**src/rtl/riscv_types_pkg.sv**
```systemverilog
// ----------------------------------------------------------------------------
// riscv_types
//   Types and constants shared by the RV32 pipeline stages.
//   memory_info    : EX/MEM control consumed by the memory stage.
//   writeback_info : control handed to the writeback stage.
//   MEM_SZ_*       : unshifted byte-enable patterns used as mem_size.
//   mem_state_e    : memory-stage access state.
// ----------------------------------------------------------------------------
package riscv_types;

   localparam logic [3:0] MEM_SZ_B = 4'b0001;
   localparam logic [3:0] MEM_SZ_H = 4'b0011;
   localparam logic [3:0] MEM_SZ_W = 4'b1111;

   typedef enum logic {
      IDLE = 1'b0,
      BUSY = 1'b1
   } mem_state_e;

   typedef struct packed {
      logic       rd_wren;
      logic [4:0] rd_addr;
   } writeback_info;

   typedef struct packed {
      logic          mem_load;
      logic          mem_wren;
      logic [3:0]    mem_size;
      logic          mem_unsign;
      writeback_info wb;
   } memory_info;

endpackage

```
**src/rtl/mem_stage_load_align.sv**
```systemverilog
// ----------------------------------------------------------------------------
// load_align
//   Combinational load alignment: shifts the addressed byte lane down to bit 0
//   and sign- or zero-extends according to the access size.
// Ports
//   rdata_i  in  32  raw word returned by data memory
//   off_i    in  2   byte offset (address bits [1:0])
//   size_i   in  4   unshifted byte-enable pattern (B/H/W)
//   unsign_i in  1   1 = zero-extend, 0 = sign-extend
//   result_o out 32  aligned, extended load value
// ----------------------------------------------------------------------------
module load_align
   import riscv_types::*;
(
   input  logic [31:0] rdata_i,
   input  logic [1:0]  off_i,
   input  logic [3:0]  size_i,
   input  logic        unsign_i,
   output logic [31:0] result_o
);

   logic [31:0] shifted;

   assign shifted = rdata_i >> {off_i, 3'b000};

   always_comb begin
      result_o = shifted;
      case (size_i)
         MEM_SZ_B: result_o = {{24{~unsign_i & shifted[7]}},  shifted[7:0]};
         MEM_SZ_H: result_o = {{16{~unsign_i & shifted[15]}}, shifted[15:0]};
         default:  result_o = shifted;
      endcase
   end

endmodule

```
**src/rtl/mem_stage.sv**
```systemverilog
// ----------------------------------------------------------------------------
// mem_stage
//   Memory stage of the 5-stage RV32 pipeline (between EX/MEM and MEM/WB).
//   Issues data-memory requests with a req/ack handshake, lane-aligns store
//   data and byte enables, aligns/extends load data, and registers the result
//   for writeback. Upstream is stalled while an access waits for its ack.
//
// Parameters
//   XLEN          datapath/address width (32 only)
//   DMEM_TIMEOUT  max cycles waiting for ack; 0 = wait forever
//
// Ports
//   i_clk, i_rst_n             clock / asynchronous active-low reset
//   i_valid, i_info            instruction valid + control from EX/MEM
//   i_alu_result, i_store_data effective address / ALU result, store data
//   o_stall                    hold EX/MEM and everything upstream
//   o_dmem_req/we/addr/wdata/bmask, i_dmem_ack, i_dmem_rdata : data memory
//   o_wb_valid, o_wb_info, o_wb_data                          : MEM/WB
//   o_bus_err                  one-cycle pulse on timeout abort
//   o_misalign                 (MEM_MISALIGN_TRAP_EN only) misaligned-access
//                              pulse alongside o_wb_valid
//
// Build option
//   MEM_MISALIGN_TRAP_EN : misaligned H/W accesses issue no request and are
//                          reported on o_misalign instead. Without it they
//                          proceed and lanes shifted past byte 3 are dropped.
// ----------------------------------------------------------------------------
module mem_stage
   import riscv_types::*;
#(
   parameter int XLEN         = 32,
   parameter int DMEM_TIMEOUT = 0
)(
   input  logic            i_clk,
   input  logic            i_rst_n,
   input  logic            i_valid,
   input  memory_info      i_info,
   input  logic [XLEN-1:0] i_alu_result,
   input  logic [XLEN-1:0] i_store_data,
   output logic            o_stall,
   output logic            o_dmem_req,
   output logic            o_dmem_we,
   output logic [XLEN-1:0] o_dmem_addr,
   output logic [XLEN-1:0] o_dmem_wdata,
   output logic [3:0]      o_dmem_bmask,
   input  logic            i_dmem_ack,
   input  logic [XLEN-1:0] i_dmem_rdata,
   output logic            o_wb_valid,
   output writeback_info   o_wb_info,
   output logic [XLEN-1:0] o_wb_data,
`ifdef MEM_MISALIGN_TRAP_EN
   output logic            o_misalign,
`endif
   output logic            o_bus_err
);

   mem_state_e      state_q, state_d;
   logic [XLEN-1:0] alu_q, alu_d;
   logic [XLEN-1:0] wdata_q, wdata_d;
   logic [3:0]      bmask_q, bmask_d;
   logic [3:0]      size_q, size_d;
   logic            we_q, we_d;
   logic            unsign_q, unsign_d;
   writeback_info   pend_info_q, pend_info_d;

   // One-entry holding slot for a non-request instruction accepted in the
   // same cycle an access completes: both want MEM/WB on the same edge, so
   // the later one is emitted one cycle after, keeping program order.
   logic            skid_vld_q, skid_vld_d;
   writeback_info   skid_info_q, skid_info_d;
   logic [XLEN-1:0] skid_data_q, skid_data_d;

   logic            wb_valid_q, wb_valid_d;
   writeback_info   wb_info_q, wb_info_d;
   logic [XLEN-1:0] wb_data_q, wb_data_d;
   logic            bus_err_q, bus_err_d;

   logic            busy, accept, is_mem, misal, issue, direct;
   logic            timeout_hit, complete;
   writeback_info   direct_info;
   logic [XLEN-1:0] load_result;

   assign busy     = (state_q == BUSY);
   assign o_stall  = busy & ~i_dmem_ack;
   assign accept   = i_valid & ~o_stall;
   assign is_mem   = i_info.mem_load | i_info.mem_wren;

`ifdef MEM_MISALIGN_TRAP_EN
   assign misal = ((i_info.mem_size == MEM_SZ_H) && i_alu_result[0]) ||
                  ((i_info.mem_size == MEM_SZ_W) && (i_alu_result[1:0] != 2'b00));
`else
   assign misal = 1'b0;
`endif

   // issue  : accepted op that starts a memory access
   // direct : accepted op that completes without memory (ALU op or trap)
   assign issue    = accept & is_mem & ~misal;
   assign direct   = accept & ~issue;
   assign complete = busy & (i_dmem_ack | timeout_hit);

   generate
      if (DMEM_TIMEOUT > 0) begin : g_timeout
         localparam int CNT_W = (DMEM_TIMEOUT > 1) ? $clog2(DMEM_TIMEOUT + 1) : 1;
         logic [CNT_W-1:0] cnt_q;

         // Counts BUSY cycles; cleared whenever a new access is issued.
         always_ff @(posedge i_clk or negedge i_rst_n) begin
            if (!i_rst_n) begin
               cnt_q <= '0;
            end else if (issue) begin
               cnt_q <= '0;
            end else if (busy) begin
               cnt_q <= cnt_q + CNT_W'(1);
            end
         end

         assign timeout_hit = busy & ~i_dmem_ack &
                              (cnt_q == CNT_W'(DMEM_TIMEOUT - 1));
      end else begin : g_no_timeout
         assign timeout_hit = 1'b0;
      end
   endgenerate

   load_align u_load_align (
      .rdata_i  (i_dmem_rdata),
      .off_i    (alu_q[1:0]),
      .size_i   (size_q),
      .unsign_i (unsign_q),
      .result_o (load_result)
   );

   always_comb begin
      direct_info         = i_info.wb;
      // Only a trapped memory op reaches here as a memory op; it never writes rd.
      direct_info.rd_wren = i_info.wb.rd_wren & ~is_mem;
   end

   always_comb begin
      state_d     = state_q;
      alu_d       = alu_q;
      wdata_d     = wdata_q;
      bmask_d     = bmask_q;
      size_d      = size_q;
      we_d        = we_q;
      unsign_d    = unsign_q;
      pend_info_d = pend_info_q;
      skid_vld_d  = 1'b0;
      skid_info_d = skid_info_q;
      skid_data_d = skid_data_q;
      wb_valid_d  = 1'b0;
      wb_info_d   = wb_info_q;
      wb_data_d   = wb_data_q;
      bus_err_d   = 1'b0;

      if (issue) begin
         state_d     = BUSY;
         alu_d       = i_alu_result;
         wdata_d     = i_store_data << {i_alu_result[1:0], 3'b000};
         bmask_d     = i_info.mem_size << i_alu_result[1:0];
         size_d      = i_info.mem_size;
         we_d        = i_info.mem_wren;   // load+store together acts as store
         unsign_d    = i_info.mem_unsign;
         pend_info_d = i_info.wb;
         pend_info_d.rd_wren = i_info.wb.rd_wren & ~i_info.mem_wren;
      end else if (complete) begin
         state_d = IDLE;
      end

      if (complete) begin
         wb_valid_d = 1'b1;
         wb_info_d  = pend_info_q;
         wb_data_d  = alu_q;
         if (timeout_hit) begin
            wb_info_d.rd_wren = 1'b0;
            bus_err_d         = 1'b1;
         end else if (!we_q) begin
            wb_data_d = load_result;
         end
      end else if (skid_vld_q) begin
         wb_valid_d = 1'b1;
         wb_info_d  = skid_info_q;
         wb_data_d  = skid_data_q;
      end else if (direct) begin
         wb_valid_d = 1'b1;
         wb_info_d  = direct_info;
         wb_data_d  = i_alu_result;
      end

      if (direct && (complete || skid_vld_q)) begin
         skid_vld_d  = 1'b1;
         skid_info_d = direct_info;
         skid_data_d = i_alu_result;
      end
   end

   always_ff @(posedge i_clk or negedge i_rst_n) begin
      if (!i_rst_n) begin
         state_q     <= IDLE;
         alu_q       <= '0;
         wdata_q     <= '0;
         bmask_q     <= '0;
         size_q      <= '0;
         we_q        <= 1'b0;
         unsign_q    <= 1'b0;
         pend_info_q <= '0;
         skid_vld_q  <= 1'b0;
         skid_info_q <= '0;
         skid_data_q <= '0;
         wb_valid_q  <= 1'b0;
         wb_info_q   <= '0;
         wb_data_q   <= '0;
         bus_err_q   <= 1'b0;
      end else begin
         state_q     <= state_d;
         alu_q       <= alu_d;
         wdata_q     <= wdata_d;
         bmask_q     <= bmask_d;
         size_q      <= size_d;
         we_q        <= we_d;
         unsign_q    <= unsign_d;
         pend_info_q <= pend_info_d;
         skid_vld_q  <= skid_vld_d;
         skid_info_q <= skid_info_d;
         skid_data_q <= skid_data_d;
         wb_valid_q  <= wb_valid_d;
         wb_info_q   <= wb_info_d;
         wb_data_q   <= wb_data_d;
         bus_err_q   <= bus_err_d;
      end
   end

`ifdef MEM_MISALIGN_TRAP_EN
   logic skid_mis_q, mis_q;

   // Tracks whether the op leaving through MEM/WB was a trapped access.
   always_ff @(posedge i_clk or negedge i_rst_n) begin
      if (!i_rst_n) begin
         skid_mis_q <= 1'b0;
         mis_q      <= 1'b0;
      end else begin
         mis_q <= complete   ? 1'b0 :
                  skid_vld_q ? skid_mis_q : (direct & is_mem);
         if (direct) begin
            skid_mis_q <= is_mem;
         end
      end
   end

   assign o_misalign = mis_q;
`endif

   // Request is tied to BUSY so an asynchronous reset drops it at once.
   assign o_dmem_req   = busy;
   assign o_dmem_we    = we_q;
   assign o_dmem_addr  = {alu_q[XLEN-1:2], 2'b00};
   assign o_dmem_wdata = wdata_q;
   assign o_dmem_bmask = bmask_q;
   assign o_wb_valid   = wb_valid_q;
   assign o_wb_info    = wb_info_q;
   assign o_wb_data    = wb_data_q;
   assign o_bus_err    = bus_err_q;

endmodule

```
**config.mk**
```make
export PLATFORM = sky130hd
export DESIGN_NAME = mem_stage
export DESIGN_NICKNAME = d
export VERILOG_FILES = /design/src/rtl/riscv_types_pkg.sv /design/src/rtl/mem_stage_load_align.sv /design/src/rtl/mem_stage.sv
export SDC_FILE = /design/constraint.sdc
export NUM_CORES = 1
export LEC_CHECK = 0
export CORE_MARGIN = 2
export CORE_UTILIZATION = 40
export CTS_BUF_LIST = sky130_fd_sc_hd__clkbuf_8 sky130_fd_sc_hd__clkbuf_16
export DETAILED_ROUTE_END_ITERATION = 10
export GPL_ROUTABILITY_DRIVEN = 1
export PLACE_DENSITY = 0.68
export SYNTH_ARGS = -nofsm -noshare
export SYNTH_HDL_FRONTEND = slang
export SYNTH_SLANG_ARGS = --single-unit
```
**constraint.sdc**
```tcl
create_clock -name i_clk -period 2.4 [get_ports i_clk]
set_input_delay 0.48 -clock i_clk [delete_from_list [all_inputs] [get_ports i_clk]]
set_output_delay 0.48 -clock i_clk [all_outputs]
set_load 0.02 [all_outputs]
```
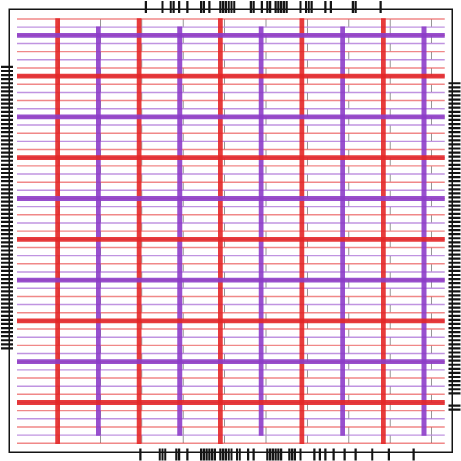
Figure 1: run 1, power grid.
Scale: 3 px per um. Pins as bars on the die edge. Tap cells in gray.
Purple shows VDD. Red shows VSS.
224 signal pins sit on the boundary. 270 tap cells. 10 straps on met4.

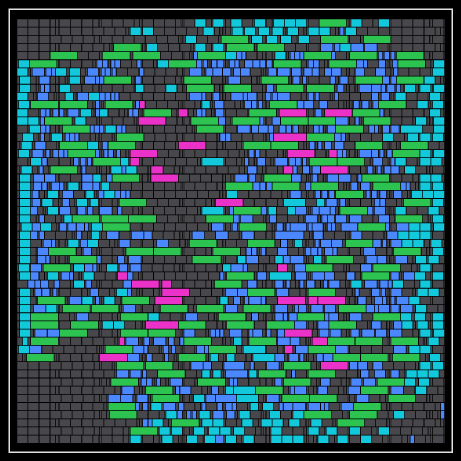
Figure 2: run 1, placement by cell class.
Scale: 3 px per um. Fill, decap, tap and diode cells in gray.
Magenta shows clock drivers and dummy loads, cells 32, share of their area 5.5%. Green shows flops, cells 159, share of their area 37%. Blue shows combinational and other logic, cells 538, share of their area 34%. Cyan shows other buffers and delay cells, cells 258, share of their area 24%.

==> notes.md, run 1 <==
yosys + openroad results -> reg2reg end o_wb_data[30], CTS H-tree depth 4, DR pass1 iterations 4, ys cells 785, Post-Layout Cell Count 1,257, R2R Setup Slk 0.41 ns, Worst Hold Class flop to flop, status complete, no violations, dpl cell area 0.0106 mm2, Req. time, crit path 1.92 ns, root buf cell clkbuf_16, Clock Path Buffers 2, unrepaired setup endpoints after global routing no, number of global-route vias before repair 6,532, violation tally from detailed-route iteration zero 347, Crit Path Category input pin to primary output, worst setup margin 0.103 ns, GRT overflow 0, row count 52, hold buffer count at cts 1, Worst Setup End Kind primary output, Pwr Density 844 mW/mm2, Post-DRT Antenna Nets 0, Setup crit end o_stall, Avg Vias per Cell 5.33, yosys stat chip area 0.00820 mm2, Max Slew Vio Count 0, peak supply drop 0.000522 V, Tcrit/Tclk final 95.7%, largest net degree at the start of global routing 56, CP startpoint i_dmem_ack, Async SR Flop Fraction 100%, max_cap viols 0, core area 0.0202 mm2, Hold Slack 0.481 ns, startpoint class of the critical path input pin, routed wire length 24.1 mm, Mapped Area 0.00820 mm2, Synth Register Bits 159, global-route wire length before repair 37.8 mm, Tmin final 2.30 ns, chip area 0.0217 mm2, placed cells 1,224, ant diodes 0, reg2reg path depth 5, antenna violations before repair 0, Sink Count 159, Finished Cell Area 0.0112 mm2
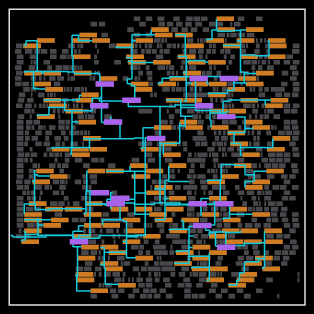
Figure 3: run 1, clock distribution.
Scale: 2 px per um.
Purple shows clock drivers, count 17. Cyan shows clock wires, length 2,030 um. Orange shows flip-flops, count 159.
Position of the flops: widely spread.
clk pwr: 0.00274 W
clk_lat worst skew: 0.42 ns
clock group share of total power: 28.9%
Worst Skew: 0.00877 ns

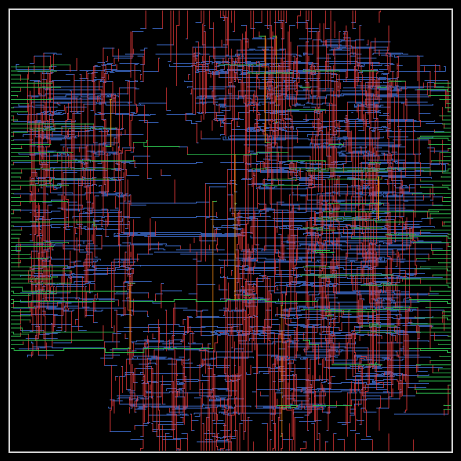
Figure 4: run 1, metal layers overlaid.
Scale: 3 px per um.
Orange shows metal 4, wire length 256 um. Green shows metal 3, wire length 2,080 um. Red shows metal 2, wire length 11,400 um. Blue shows metal 1, wire length 10,400 um.
Overall Global Routing Usage: 22.4%
Via Count: 6,704
WL/cell: 19.2 um

run 1: how the worst min path moves through the flow:
stage                      from                to  slack [ns]  cells past startpoint
2_1_floorplan           i_rst_n          alu_q[0]        0.18                      0
3_3_place_gp            i_rst_n         alu_q[18]        0.44                      1
3_5_place_dp            i_rst_n         alu_q[20]        0.44                      1
4_1_cts            o_wb_info[1]      o_wb_info[1]        0.49                      2
5_1_grt        o_dmem_wdata[17]  o_dmem_wdata[17]        0.51                      2
6_report           o_wb_info[1]      o_wb_info[1]        0.48                      2
run 1: power breakdown:
part	switching, W	internal [W]	leakage (nW)
clock	0.00116	0.00158	0.289
sequential	0.000424	0.00329	1.94
combinational	0.00152	0.00151	2.44
run 1: layer usage:
metal | GRT usage, % | wire (um) | up-vias
li1 | - | - | 3161
met1 | 30.0 | 10400 | 3253
met4 | 5.10 | 256 | 0
met3 | 6.99 | 2080 | 18
met5 | 0 | 0 | -
met2 | 36.0 | 11400 | 272
run 1: state kept, by name, indices dropped and copies added (netlist names):
signal / cells
skid_vld_q: 1
o_wb_data: 32
size_q: 4
o_dmem_req: 1
o_wb_valid: 1
o_dmem_we: 1
skid_info_q: 6
o_dmem_wdata: 32
unsign_q: 1
o_dmem_bmask: 4
skid_data_q: 32
o_wb_info: 6
alu_q: 32
pend_info_q: 6
run 1: cells in the mapped netlist (8+ instances only):
cell / count / share of area (%)
a211oi_1: 17 / 1.6
a21oi_1: 51 / 3.1
a22oi_1: 8 / 0.73
a311oi_1: 21 / 2.2
buf_2: 20 / 1.2
buf_4: 34 / 3.1
clkbuf_1: 28 / 1.3
dfrtp_1: 159 / 49
inv_1: 18 / 0.82
mux2_1: 9 / 1.2
mux2_2: 72 / 9.9
mux2i_1: 50 / 6.1
nand2_1: 74 / 3.4
nor2_1: 46 / 2.1
nor2b_1: 33 / 2.5
nor3_1: 9 / 0.55
o21a_1: 16 / 1.5
o21ai_0: 42 / 2.6
o221ai_1: 8 / 0.85
o22ai_1: 16 / 1.2
o31ai_1: 10 / 0.92
run 1: cells by family after synthesis:
group,count (synthesis),share of synthesized area (%)
buffers and inverters,110,7.08
AND-OR/OR-AND,211,17.5
multiplexers,131,17.2
other,1,0.0458
flip-flops,159,48.5
AND/OR/NAND/NOR,173,9.62
run 1: cells in the final DEF (no fill, tap or decap), drive strengths merged, types with 22 or more instances in the layout:
master           n
a21oi           51
a311oi          22
buf             39
inv             24
mux2            81
nor2b           33
dfrtp          159
nand2           74
nor2            46
mux2i           50
clkdlybuf4s50  218
o21ai           42
run 1: worst max-delay path: stages:
cell and delay [ns]:
clkdlybuf4s50_1 0.43, nand2b_1 0.23, inv_1 0.08, clkdlybuf4s50_1 0.60
run 1: cell type report:
type | count | area (um2)
Fill cell | 1811 | 8930
Sequential cell | 159 | 3980
Multi-Input combinational cell | 518 | 3650
Timing Repair Buffer | 258 | 2600
Clock buffer | 18 | 439
Tap cell | 270 | 338
Clock inverter | 14 | 158
Inverter | 20 | 75.1
==> run 2: changes to the inputs <==
REMOVE_ABC_BUFFERS = 1   (was unset)
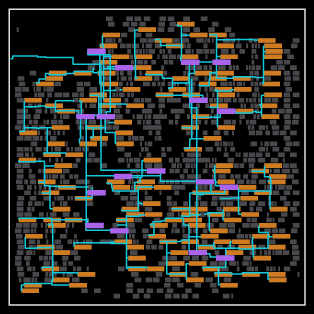
Figure 5: run 2, clock distribution.
Scale: 2 px per um.
Purple shows clock drivers, count 17. Cyan shows clock wires, length 2,020 um. Orange shows flip-flops, count 159.
There are 18 routed clock nets. Position of the flops: widely spread.
clk pwr: 0.00267 W
Worst Skew: 0.0123 ns
clock group share of total power: 28.3%
clk_lat worst skew: 0.43 ns

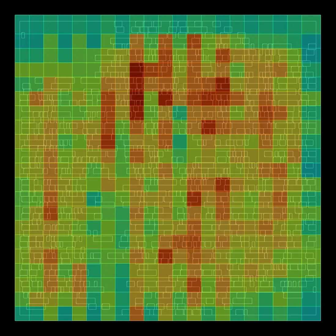
Figure 6: run 2, congestion heat map.
GR Util met3: 7.67%
GR Layer Usage met2: 34.3%
WL/cell: 18.8 um
Top Usage Layer GRT: met2
Overall Global Routing Usage: 22.2%

==> notes.md, run 2 <==
yosys + openroad results -> Cell area leaders dfrtp_1 49%, mux2_2 9.9%, mux2i_1 6.1% (unchanged), Async SR Flop Fraction 100% (unchanged), cell family contributing the most delay on the critical path buffers and inverters (unchanged), Area leader share 48.5% (unchanged), Mapped Area 0.00820 mm2 (unchanged), hold buffer count at cts 0 (was 1), Req. time, crit path 1.92 ns (about the same), unrepaired setup endpoints after global routing no (unchanged), root buf cell clkbuf_16 (unchanged), Crit Path Category flop to primary output (was input pin to primary output), most numerous logic cell after layout clkdlybuf4s50_1 (unchanged), startpoint class of the critical path flop (was input pin), CP bufs+invs 1 (was 3), max_cap viols 0 (unchanged), core area 0.0202 mm2 (unchanged), commonest cells in the synthesized netlist 159 x dfrtp_1, 74 x nand2_1, 72 x mux2_2, 51 x a21oi_1, 50 x mux2i_1 (unchanged), Avg Vias per Cell 5.35 (was 5.33), chip area 0.0217 mm2 (unchanged), row count 52 (unchanged), largest net degree at the start of global routing 65 (was 56), CTS clock-pin slew for the worst setup and hold paths 0.07 ns (was 0.06 ns), number of global-route vias before repair 6,672 (was 6,532), GRT overflow 0 (unchanged), Worst Hold Class input pin to asynchronous set/reset pin (was flop to flop), Post-DRT Antenna Nets 0 (unchanged), cell taking the most area after synthesis dfrtp_1 (unchanged), Yosys top cell by instances dfrtp_1 (unchanged), global-route wire length before repair 37.3 mm (was 37.8 mm), Via Count 6,778 (was 6,704), ys cells 785 (unchanged), Tmin final 2.14 ns (was 2.30 ns), antenna violations before repair 0 (unchanged), fillcell total 1,804 (was 1,811), violation tally from detailed-route iteration zero 271 (was 347), ant diodes 0 (unchanged), Hold Slack 0.0465 ns (was 0.481 ns), critical path, cell by cell clkdlybuf4s50_1 (was clkdlybuf4s50_1 -> nand2b_1 -> inv_1 -> clkdlybuf4s50_1), Sink Count 159 (unchanged), Worst Setup End Kind primary output (unchanged), status complete, no violations (unchanged), Crit path largest cell delay 0.68 ns (was 0.60 ns), CTS H-tree depth 4 (unchanged), peak supply drop 0.000567 V (was 0.000522 V), Clock Path Buffers 2 (unchanged), Pwr Density 838 mW/mm2 (was 844 mW/mm2), CP max-delay cell clkdlybuf4s50_1 (unchanged), FF/Latch Area 0.00398 mm2 (unchanged), Max Slew Vio Count 0 (unchanged), most numerous logic cells after layout 217 x clkdlybuf4s50_1, 158 x dfrtp_1, 74 x nand2_1 (was 218 x clkdlybuf4s50_1, 158 x dfrtp_1, 74 x nand2_1), Tcrit/Tclk final 89.1% (was 95.7%)
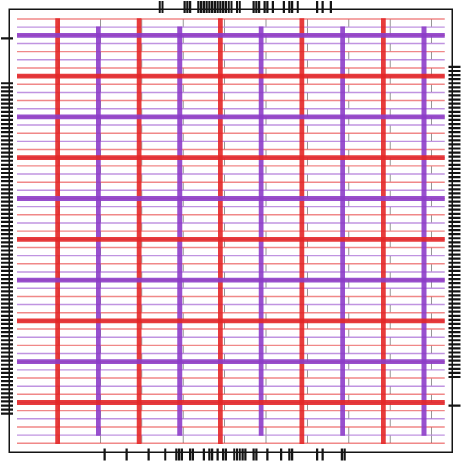
Figure 7: run 2, power grid.
Scale: 3 px per um. Pins as bars on the die edge. Tap cells in gray.
Purple shows VDD. Red shows VSS.
270 tap cells. 10 straps on met5. 53 met1 rails follow the rows. The core has 52 rows.

==> run 2: netlist changes by cell type in the layout (fill, tap and decap cells not counted), moves of 2 or more <==
cell and change:
buf_4 +12, clkinv_4 -3, inv_6 +5, clkinvlp_4 -2
==> run 2: power by group <==
group,switching [W],leakage [nW],internal (W)
Clock,0.00121,0.288,0.00146
Sequential,0.000417,1.94,0.00329
Combinational,0.00154,2.51,0.00153
Total,0.00317,4.74,0.00628
==> run 2: cell type report <==
| cell class | count | area share (%) |
|---|---|---|
| Clock buffer | 17 | 3.77 |
| Tap cell | 270 | 2.99 |
| Clock inverter | 15 | 1.30 |
| Timing Repair Buffer | 268 | 23.6 |
| Multi-Input combinational cell | 518 | 32.4 |
| Sequential cell | 159 | 35.3 |
| Inverter | 20 | 0.665 |
==> run 2: cell families (layout without fill, tap and decap cells) <==
logic type | Yosys count | count (layout) | share of synthesized area (%)
AND-OR/OR-AND | 211 | 211 | 17.5
buffers and inverters | 110 | 320 | 7.08
flip-flops | 159 | 159 | 48.5
multiplexers | 131 | 131 | 17.2
other | 1 | 3 | 0.0458
AND/OR/NAND/NOR | 173 | 173 | 9.62
==> run 2: path summary, 6_finish.rpt <==
| check | to | slack [ns] | start | depth (start not counted) |
|---|---|---|---|---|
| worst max-delay path | o_dmem_we | 0.26 | o_dmem_we | 1 |
| worst min-delay path | o_wb_info[2] | 0.05 | i_rst_n | 1 |
| worst max register to register | o_wb_data[10] | 0.50 | alu_q[1] | 5 |
| worst min register to register | o_dmem_wdata[12] | 0.48 | o_dmem_wdata[12] | 2 |
| max in group asynchronous | o_dmem_wdata[31] | 1.68 | i_rst_n | 2 |
| min in group i_clk | o_dmem_wdata[12] | 0.48 | o_dmem_wdata[12] | 2 |
==> run 2: per-layer routing <==
layer	global-route usage [%]	share of wire, %	vias to the layer above
li1	-	-	3195
met1	29.3	44	3280
met2	34.3	45	271
met3	7.67	8.9	32
met4	7.36	2.0	0
met5	0	0	-
==> run 2: per-stage QoR <==
step                worst slack, ns  cells  area, um2  TNS [ns]
floorplan                     -3.26    697       7700   -284.38
global placement             0.0407   1235      10700         0
detailed placement           0.0220   1235      10700         0
CTS                          0.0488   1267      11300         0
global route                  0.239   1267      11300         0
finish                        0.261   1267      11300         0
Power and IR drop assume default switching activity.
